Figure 1. M2 wires (run 1).
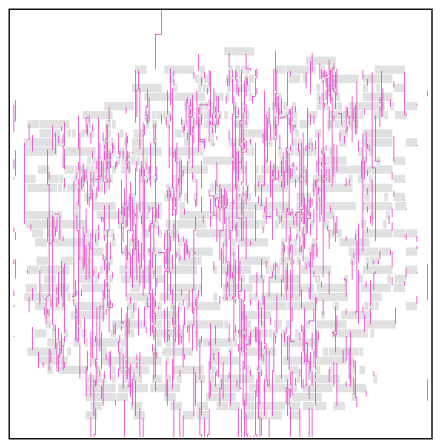
Figure 2. Metal 1 (run 1).
Supply wires on this layer in grey.
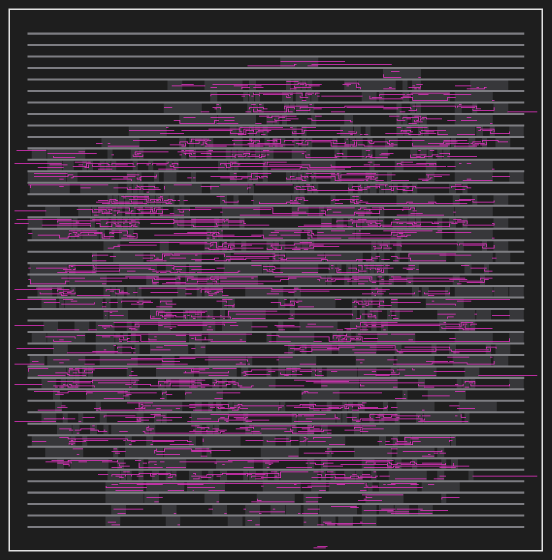
Figure 3. Port wiring (run 1).
The bar under the picture is 50 um long.
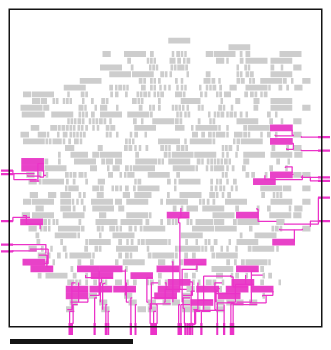
### src/rtl/boot_loader.sv
// Boot loader: receives a framed program image over a byte stream and writes
// it into instruction memory. The core is held in reset until a complete image
// with a matching XOR checksum has been written.
module boot_loader #(
   parameter int                    ADDR_WIDTH = 10,
   parameter logic [7:0]            SYNC_BYTE  = 8'hA5,
   parameter logic [ADDR_WIDTH-1:0] BASE_ADDR  = {ADDR_WIDTH{1'b0}}
) (
   input  logic                  i_Clk,
   input  logic                  i_Reset_n,
   input  logic [7:0]            i_RxData,
   input  logic                  i_RxValid,
   output logic                  o_RxReady,
   output logic                  o_IMemWe,
   output logic [ADDR_WIDTH-1:0] o_IMemAddr,
   output logic [31:0]           o_IMemWData,
   output logic                  o_CoreReset,
   output logic                  o_Done,
   output logic                  o_Error
);

   // Largest legal word count; the length field is compared against it in 17 bits.
   localparam logic [16:0] MAX_WORDS = 17'd1 << ADDR_WIDTH;

   typedef enum logic [2:0] {
      ST_IDLE   = 3'd0,
      ST_LEN_LO = 3'd1,
      ST_LEN_HI = 3'd2,
      ST_DATA   = 3'd3,
      ST_CSUM   = 3'd4,
      ST_RUN    = 3'd5,
      ST_ERROR  = 3'd6
   } state_t;

   // Running XOR checksum over the payload bytes.
   function automatic logic [7:0] csum_update(input logic [7:0] csum, input logic [7:0] data);
      return csum ^ data;
   endfunction

   state_t                state_r, state_s;
   logic [15:0]           len_r, len_s;
   logic [1:0]            lane_r, lane_s;
   logic [ADDR_WIDTH-1:0] index_r, index_s;
   logic [23:0]           word_r, word_s;
   logic [7:0]            csum_r, csum_s;
   logic                  we_r, we_s;
   logic [ADDR_WIDTH-1:0] addr_r, addr_s;
   logic [31:0]           wdata_r, wdata_s;
   logic                  core_reset_r, core_reset_s;
   logic                  done_r, done_s;
   logic                  error_r, error_s;

   logic                  rx_ready_s;
   logic                  accept_s;
   logic [15:0]           len_full_s;
   logic                  last_word_s;

   // The loader takes bytes in every state except RUN; nothing is accepted while in reset.
   assign rx_ready_s  = (state_r != ST_RUN);
   assign o_RxReady   = rx_ready_s & i_Reset_n;
   assign accept_s    = i_RxValid & rx_ready_s;
   assign len_full_s  = {i_RxData, len_r[7:0]};
   assign last_word_s = (17'(index_r) == ({1'b0, len_r} - 17'd1));

   assign o_IMemWe    = we_r;
   assign o_IMemAddr  = addr_r;
   assign o_IMemWData = wdata_r;
   assign o_CoreReset = core_reset_r;
   assign o_Done      = done_r;
   assign o_Error     = error_r;

   // Next-state and next-datapath logic; everything advances only on an accepted byte.
   always_comb begin
      state_s      = state_r;
      len_s        = len_r;
      lane_s       = lane_r;
      index_s      = index_r;
      word_s       = word_r;
      csum_s       = csum_r;
      we_s         = 1'b0;
      addr_s       = addr_r;
      wdata_s      = wdata_r;
      core_reset_s = core_reset_r;
      done_s       = done_r;
      error_s      = error_r;
      if (accept_s) begin
         case (state_r)
            ST_IDLE: begin
               if (i_RxData == SYNC_BYTE) begin
                  state_s = ST_LEN_LO;
               end else begin
                  state_s = ST_IDLE;
               end
            end
            ST_LEN_LO: begin
               len_s[7:0] = i_RxData;
               state_s    = ST_LEN_HI;
            end
            ST_LEN_HI: begin
               len_s   = len_full_s;
               csum_s  = 8'h00;
               lane_s  = 2'd0;
               index_s = {ADDR_WIDTH{1'b0}};
               if ({1'b0, len_full_s} > MAX_WORDS) begin
                  state_s = ST_ERROR;
                  error_s = 1'b1;
               end else if (len_full_s == 16'h0000) begin
                  state_s = ST_CSUM;
               end else begin
                  state_s = ST_DATA;
               end
            end
            ST_DATA: begin
               csum_s = csum_update(csum_r, i_RxData);
               lane_s = lane_r + 2'd1;
               if (lane_r == 2'd3) begin
                  // Word complete: issue the write on the following cycle.
                  we_s    = 1'b1;
                  addr_s  = BASE_ADDR + index_r;
                  wdata_s = {i_RxData, word_r};
                  index_s = index_r + ADDR_WIDTH'(1);
                  if (last_word_s) begin
                     state_s = ST_CSUM;
                  end else begin
                     state_s = ST_DATA;
                  end
               end else begin
                  case (lane_r)
                     2'd0:    word_s[7:0]   = i_RxData;
                     2'd1:    word_s[15:8]  = i_RxData;
                     2'd2:    word_s[23:16] = i_RxData;
                     default: word_s        = word_r;
                  endcase
                  state_s = ST_DATA;
               end
            end
            ST_CSUM: begin
               if (i_RxData == csum_r) begin
                  state_s      = ST_RUN;
                  core_reset_s = 1'b0;
                  done_s       = 1'b1;
               end else begin
                  state_s = ST_ERROR;
                  error_s = 1'b1;
               end
            end
            ST_RUN: begin
               state_s = ST_RUN;
            end
            ST_ERROR: begin
               // Only a fresh sync byte gets us out; the core stays held.
               if (i_RxData == SYNC_BYTE) begin
                  state_s = ST_LEN_LO;
                  error_s = 1'b0;
               end else begin
                  state_s = ST_ERROR;
               end
            end
            default: begin
               state_s = ST_IDLE;
            end
         endcase
      end else begin
         state_s = state_r;
      end
   end

   // State and datapath registers; async reset abandons any frame in flight.
   always_ff @(posedge i_Clk or negedge i_Reset_n) begin
      if (!i_Reset_n) begin
         state_r      <= ST_IDLE;
         len_r        <= 16'h0000;
         lane_r       <= 2'd0;
         index_r      <= {ADDR_WIDTH{1'b0}};
         word_r       <= 24'h000000;
         csum_r       <= 8'h00;
         we_r         <= 1'b0;
         addr_r       <= {ADDR_WIDTH{1'b0}};
         wdata_r      <= 32'h0000_0000;
         core_reset_r <= 1'b1;
         done_r       <= 1'b0;
         error_r      <= 1'b0;
      end else begin
         state_r      <= state_s;
         len_r        <= len_s;
         lane_r       <= lane_s;
         index_r      <= index_s;
         word_r       <= word_s;
         csum_r       <= csum_s;
         we_r         <= we_s;
         addr_r       <= addr_s;
         wdata_r      <= wdata_s;
         core_reset_r <= core_reset_s;
         done_r       <= done_s;
         error_r      <= error_s;
      end
   end

endmodule
### config.mk
export PLATFORM = sky130hd
export DESIGN_NAME = boot_loader
export DESIGN_NICKNAME = d
export VERILOG_FILES = /design/src/rtl/boot_loader.sv
export SDC_FILE = /design/constraint.sdc
export NUM_CORES = 1
export LEC_CHECK = 0
export ABC_AREA = 1
export CORE_AREA = 4 4 122 124
export CTS_CLUSTER_DIAMETER = 40
export CTS_CLUSTER_SIZE = 40
export DETAILED_ROUTE_END_ITERATION = 12
export DIE_AREA = 0 0 126 128
export HOLD_SLACK_MARGIN = 0.12
export PLACE_DENSITY = 0.56
export RECOVER_POWER = 100
export SYNTH_ARGS = -nofsm -noshare
export SYNTH_HDL_FRONTEND = slang
export SYNTH_SLANG_ARGS = --single-unit
export TNS_END_PERCENT = 20
### constraint.sdc
create_clock -name i_Clk -period 3 [get_ports i_Clk]
set_input_delay 0.45 -clock i_Clk [delete_from_list [all_inputs] [get_ports i_Clk]]
set_output_delay 0.45 -clock i_Clk [all_outputs]
set_load 0.02 [all_outputs]
==> run notes, run 1 <==
yosys + openroad results -> Yosys warning count 0, Chip Area approximately 0.016 mm^2, critical path arrival around 2.0 ns, Root Driver clkbuf_16, Yosys Instances 632, CP cell instances inv_1, nor2_1, nor2_1, dlygate4sd3_1, Async SR Flop Fraction 100%, sequential share of power 42.3%, combinational power share roughly 33%, Final ANT Viol Nets 0, row count about 43, DRC viols 0, fin nets between 700 and 800, P per Cell Area about 730 mW/mm^2, CTS buffer count 9, Clk pwr share 25.2%, Hold Buf Count CTS 0, core footprint 0.0138 mm^2, syn_nets between 600 and 700, Peak VDD IR around 450 uV, fillers roughly 1,400, # IOs 58, Lkg Pwr between 3 and 4 nW, Top Family by Delay on Critical Path buffers and inverters, Hold WS 0.462 ns, tally of OpenROAD warnings 29, final setup TNS 0 ns, clk sinks around 110, WP buf/inv 2, startpoint type of the worst setup path flip-flop, Cell Area, Placed between 0.006 and 0.007 mm^2, Yosys reg bits 109, crit path max-delay cell type dlygate4sd3_1, crit share post-route between 80% and 90%, final setup vio count 0, Top cell area share 49.8%, largest net degree at the start of global routing 58, switching power 1.70 mW, Initial DRC Count 230, count leader, synth nand2_1, share of post-route cells with drive strength above 1 ~6.5%, clk ins delay skew pair between 0.3 and 0.4 ns, largest area contributor in the netlist dfrtp_1, H-tree levels 3, max_cap viols 0, post-DP HPWL 9320 um, Post-synth EDFFs 0, via count ~4,200, Flop area 0.00273 mm^2, cell mode on critical path nor2_1, WS Path Type reg -> out, PortBufs between 50 and 60, Peak Freq just over 0.4 GHz, final WL approximately 13,000 um, Combinational Area about 0.0021 mm^2, drt first pass iters 4, vias in the first global route 3,945, CP max FO 5, Unique cell types 37, first-pass GRT wire length around 21,000 um, die height 128 um, Chip Area, Yosys 0.00542 mm^2, gp weighted congestion 0.882, Slew @ Worst Pin 1.41 ns, Slew Viols, Final 0, Post-CTS Setup Bufs 0, Clock transition at path regs approximately 0.070 ns, Synth Seq Share 50.3%, syn avg cell area roughly 8.6 um^2, Power Internal about 2.8 mW, Gate Count Post-Synth ~630, CP max stage delay 0.70 ns, Syn-to-layout area delta 14.4%, Hold Crit Start o_CoreReset, clock skew around 0.0079 ns, Hold Crit Class reg -> reg, Avg WL per Cell ~14 um, Synth Cell Area 0.00542 mm^2, number of gates resized after CTS 0, top cells by area dfrtp_1, nand2_1, o21ai_2, worst reg2reg startpoint len_r[0], number of vias per cell 4.78, CTS tree built, initial antenna violation count 0, run status finished, final reports clean
About Figure 1:
longest straight run	58.8 um
nets with wire on the layer	563
share of all routed wire	45%
main direction	vertical

About Figure 2:
longest straight run	58.0 um
main direction	horizontal
wire length on this layer	6,290 um
share of all routed wire	50%
nets with wire on the layer	650

About Figure 3:
port	colour	bits	direction	end cells	wire
o_IMemWData	magenta	32	output	32	905 um

-- run 1: cell families (layout without fill, tap and decap cells) --
kind of cell    after synthesis  count (layout)  synth area share [%]
compound gates              110             110                  13.4
xor+xnor                     15              15                  2.68
fa+ha+maj                     6               6                  1.38
buf+inv                      97             156                  8.26
flops                       109             109                  50.3
simple gates                295             295                  24.0
-- run 1: cell type report --
class                   instances  area share [%]
clock buffers                  10            3.85
clock inverters                 5           0.565
inverters                      77            4.74
multi-input cells             426            33.2
flip-flops and latches        109            44.0
well taps                     180            3.63
repair buffers                 64            9.98
-- run 1: final timing paths --
| path | to | slack (ns) | cells after the start |
|---|---|---|---|
| worst max-delay path | o_RxReady | 0.53 | 4 |
| worst min-delay path | o_CoreReset | 0.46 | 1 |
| worst max register to register | state_r[1] | 0.63 | 15 |
| worst min register to register | o_CoreReset | 0.46 | 1 |
| max in group asynchronous | state_r[0] | 0.87 | 3 |
| min in group asynchronous | o_IMemWData[6] | 0.73 | 2 |
-- run 1: worst register-to-register path: stages, from the launching register on --
cell     delay, ns
dfrtp_1       0.42
inv_1         0.09
ha_1          0.26
nand2_1       0.16
nor2_1        0.44
nand2_1       0.09
nand2_1       0.07
nand2_1       0.06
nor2_1        0.09
nand2_1       0.06
nor2_1        0.17
nand2_1       0.08
nand2_1       0.09
nand2_1       0.06
nand2_1       0.07
nand2_1       0.05
-- run 1: routing by layer --
metal	GRT usage, %	up-vias	share of wire [%]
li1	-	2095	-
met1	23.1	1989	50
met2	25.3	71	45
met3	4.08	11	3.9
met4	3.85	0	1.1
met5	0	-	0
-- run 1: power groups by stage --
stage               combinational [mW]  clock (mW)  sequential [mW]
finish                            1.47        1.14             1.91
global route                      1.69        1.23             1.94
CTS                               1.59        1.17             1.91
detailed placement                1.58           0             1.94
global placement                  1.56           0             1.94
floorplan                         1.08           0             1.97
-- run 1: cell usage in the layout, fill, tap and decap left out, types with 3 or more instances in the layout --
cell type / count
ha_1: 6
inv_1: 70
dfrtp_1: 108
dlygate4sd3_1: 49
nand3_1: 20
xnor2_1: 7
nor2_4: 4
inv_2: 5
nor2_2: 4
o21ai_2: 4
clkbuf_1: 3
buf_4: 3
clkbuf_16: 9
nor2_1: 59
nor3_1: 9
o21ai_1: 3
o21ai_0: 85
a22o_1: 4
nand2_1: 188
xor2_1: 7
a21oi_1: 8
clkdlybuf4s50_1: 7
-- run 1: sequential cells by signal, indices dropped and copies added, names as in the netlist --
signal       cells
o_IMemWData     32
word_r          24
len_r           16
index_r         10
o_IMemAddr      10
csum_r           8
state_r          3
lane_r           2
o_CoreReset      1
o_Done           1
o_Error          1
o_IMemWe         1
-- run 1: through the flow --
stage | setup WS [ns] | instances | utilization (%) | total power, mW
after floorplan | 1.30 | 632 | - | 3.04
after global placement | 0.628 | 856 | 44.5 | 3.49
after detailed placement | 0.615 | 856 | 44.5 | 3.52
after CTS | 0.745 | 871 | 46.5 | 4.68
after global routing | 0.352 | 871 | 45.0 | 4.86
final | 0.530 | 871 | 45.0 | 4.52
==> run 1 -> run 2 <==
Settings changed: PLACE_DENSITY 0.56 to 0.58.
Clock period 3 ns to 2 ns, I/O delays scaled along.
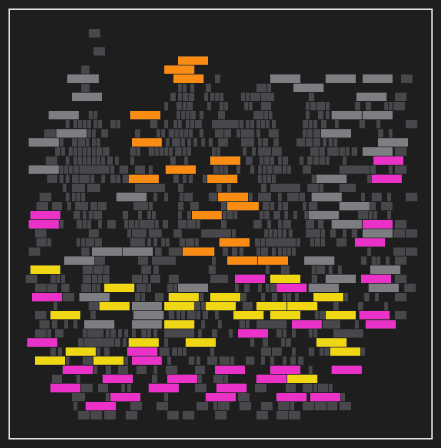
Figure 4: run 2, sequential cells coloured by netlist name.
name in the netlist	colour	placed flops
o_IMemWData	magenta	32
len_r	orange	16
word_r	yellow	24

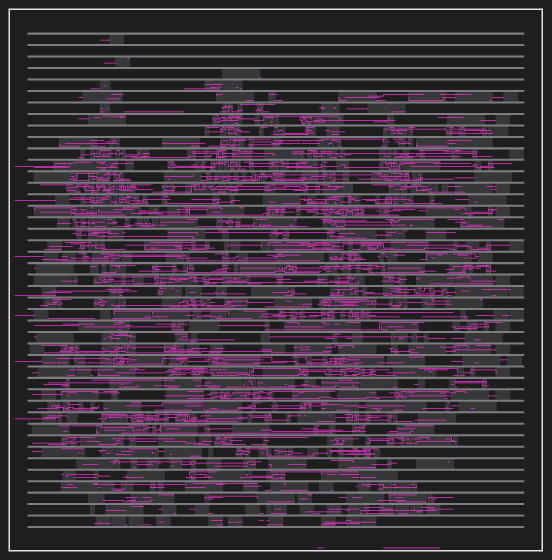
Figure 5: run 2, metal 1.
Supply wires on this layer in grey.
main direction	horizontal
nets with wire on the layer	677

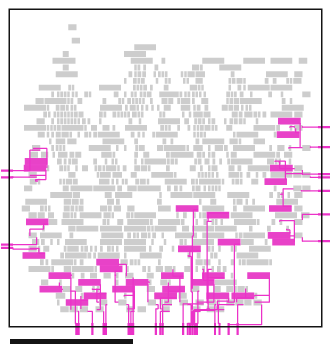
Figure 6: run 2, port wiring.
The bar under the picture is 50 um long.
port	colour	bits	direction	end cells	wire
o_IMemWData	magenta	32	output	32	865 um

==> run 2 against run 1 <==
Net effect:
- combinational power rose by 71%
- area after synthesis stayed put
- clock-buffer cell count grew 2
- register-to-register slack worse by 0.48 ns
- core utilization grew 2.9 points
- sequential power increased by about 50%
- die area stayed put
- design area up 6.3%
- largest cell class unchanged
- highest routed layer unchanged
==> run notes, run 2 <==
yosys + openroad results -> Yosys Instances ~630, # IOs ~58, sequential share of power between 40% and 50%, Hold WS 0.458 ns, Chip Area approximately 0.016 mm^2, Lkg Pwr about 3.2 nW, Peak Freq 0.534 GHz, via count around 4,300, largest net degree at the start of global routing about 110, top cells by area dfrtp_1, nand2_1, o21ai_2, largest area contributor in the netlist dfrtp_1, CTS buffer count 9, CP cell instances inv_2, nor2_1, inv_2, nor2_2, nor2_1, dlygate4sd2_1, startpoint type of the worst setup path flip-flop, switching power 2.65 mW, Root Driver clkbuf_16, routing usage on met2 a little over a quarter, die height around 130 um, Async SR Flop Fraction 100%, crit share post-route between 90% and 100%, crit path max-delay cell type dfrtp_1, fin nets 735, combinational power share about 35%, Top Family by Delay on Critical Path buffers and inverters, Top cell area share about 50%, total power just over 7 mW, Avg WL per Cell 14.0 um, final setup vio count 0, count leader, synth nand2_1, Synth Seq Share between 50% and 60%, worst slack, placed -0.0516 ns, Syn-to-layout area delta 21.6%, dpl cells between 800 and 900, PortBufs about 57, clk ins delay skew pair 0.35 ns, WP buf/inv 3, Slew Viols, Final 0, Peak VDD IR 663 uV, clock skew 0.00545 ns, Unique cell types 37, Post-synth EDFFs 0, Yosys reg bits ~110, CP max stage delay ~0.42 ns, post-DP HPWL 9400 um, syn_nets between 600 and 700, tally of OpenROAD warnings 31, clk sinks approximately 110, CTS tree built, final WL ~13,000 um, run status finished, final reports clean, Gate Count Post-Synth 632, reg2reg setup slack roughly 0.15 ns, Top Layout Cells nand2_1, dfrtp_1, inv_1, o21ai_0, critical path arrival 1.57 ns, Synth Cell Area 0.00542 mm^2, Slew @ Worst Pin 0.990 ns, Yosys warning count 0, Chip Area, Yosys about 0.0054 mm^2, CP max FO 4, H-tree levels 3, gp weighted congestion roughly 0.83, share of post-route cells with drive strength above 1 between 10% and 20%, met1 Use GR 21.6%
-- run 2: cell count changes in the layout (fill, tap and decap cells not counted), sizes merged --
cell,before,now
buf,4,32
clkdlybuf4s50,7,8
clkinv,2,3
dlygate4sd3,49,48
clkbuf,14,18
inv,79,78
clkinvlp,1,0
dlygate4sd2,0,1
-- run 2: cell families (layout without fill, tap and decap cells) --
| kind of cell | Yosys count | in the layout | share of synthesized area, % |
|---|---|---|---|
| DFF | 109 | 109 | 50.3 |
| adders and majority gates | 6 | 6 | 1.38 |
| buffers and inverters | 97 | 188 | 8.26 |
| and+or+nand+nor | 295 | 295 | 24.0 |
| AOI/OAI and AO/OA | 110 | 110 | 13.4 |
| xor gates and xnor gates | 15 | 15 | 2.68 |
-- run 2: per-stage QoR --
| step | TNS [ns] | cell area (um^2) | util (%) |
|---|---|---|---|
| 2_1_floorplan | 0 | 5420 | - |
| 3_3_place_gp | -0.0395 | 6360 | 46.2 |
| 3_5_place_dp | -0.0962 | 6360 | 46.2 |
| 4_1_cts | 0 | 6660 | 48.4 |
| 5_1_grt | -0.0187 | 6600 | 47.9 |
| 6_report | 0 | 6600 | 47.9 |
-- run 2: layout make-up --
type	count	area, um^2
fillers	1395	7180
flip-flops and latches	109	2730
multi-input cells	426	2200
repair buffers	95	852
inverters	77	297
clock buffers	12	256
well taps	180	225
clock inverters	4	31.3
-- run 2: power by group through the flow --
| stage | Combinational (mW) | Sequential (mW) | Clock [mW] |
|---|---|---|---|
| after CTS | 2.49 | 2.86 | 1.78 |
| after global placement | 2.41 | 2.89 | 0 |
| after detailed placement | 2.46 | 2.90 | 0 |
| after floorplan | 1.61 | 2.95 | 0 |
| final | 2.52 | 2.87 | 1.72 |
| after global routing | 2.84 | 2.92 | 1.86 |
-- run 2: metal layers --
| layer | part of all wire, % | vias up |
|---|---|---|
| met2 | 48 | 70 |
| met5 | 0 | - |
| met4 | 0.94 | 0 |
| met1 | 47 | 2040 |
| met3 | 3.5 | 8 |
| li1 | - | 2158 |
-- run 2: repair_timing --
action | in CTS | in global routing
gates resized | 1 | 15
setup endpoints to repair | 1 | 4
endpoints found under the hold margin | 108 | 0
pin swaps | 0 | 4
hold buffers | 1 | 0
setup buffers | 0 | 2
-- run 2: worst paths after layout --
kind                             startpoint              end  cells after the start
worst max-delay path             state_r[2]        o_RxReady                      6
worst min register to register  o_CoreReset      o_CoreReset                      1
min in group asynchronous         i_Reset_n  o_IMemWData[12]                      3
worst max register to register   state_r[2]  o_IMemWData[22]                     11
max in group asynchronous         i_Reset_n         len_r[8]                      3
worst min-delay path            o_CoreReset      o_CoreReset                      1
Power and IR drop assume default switching activity.
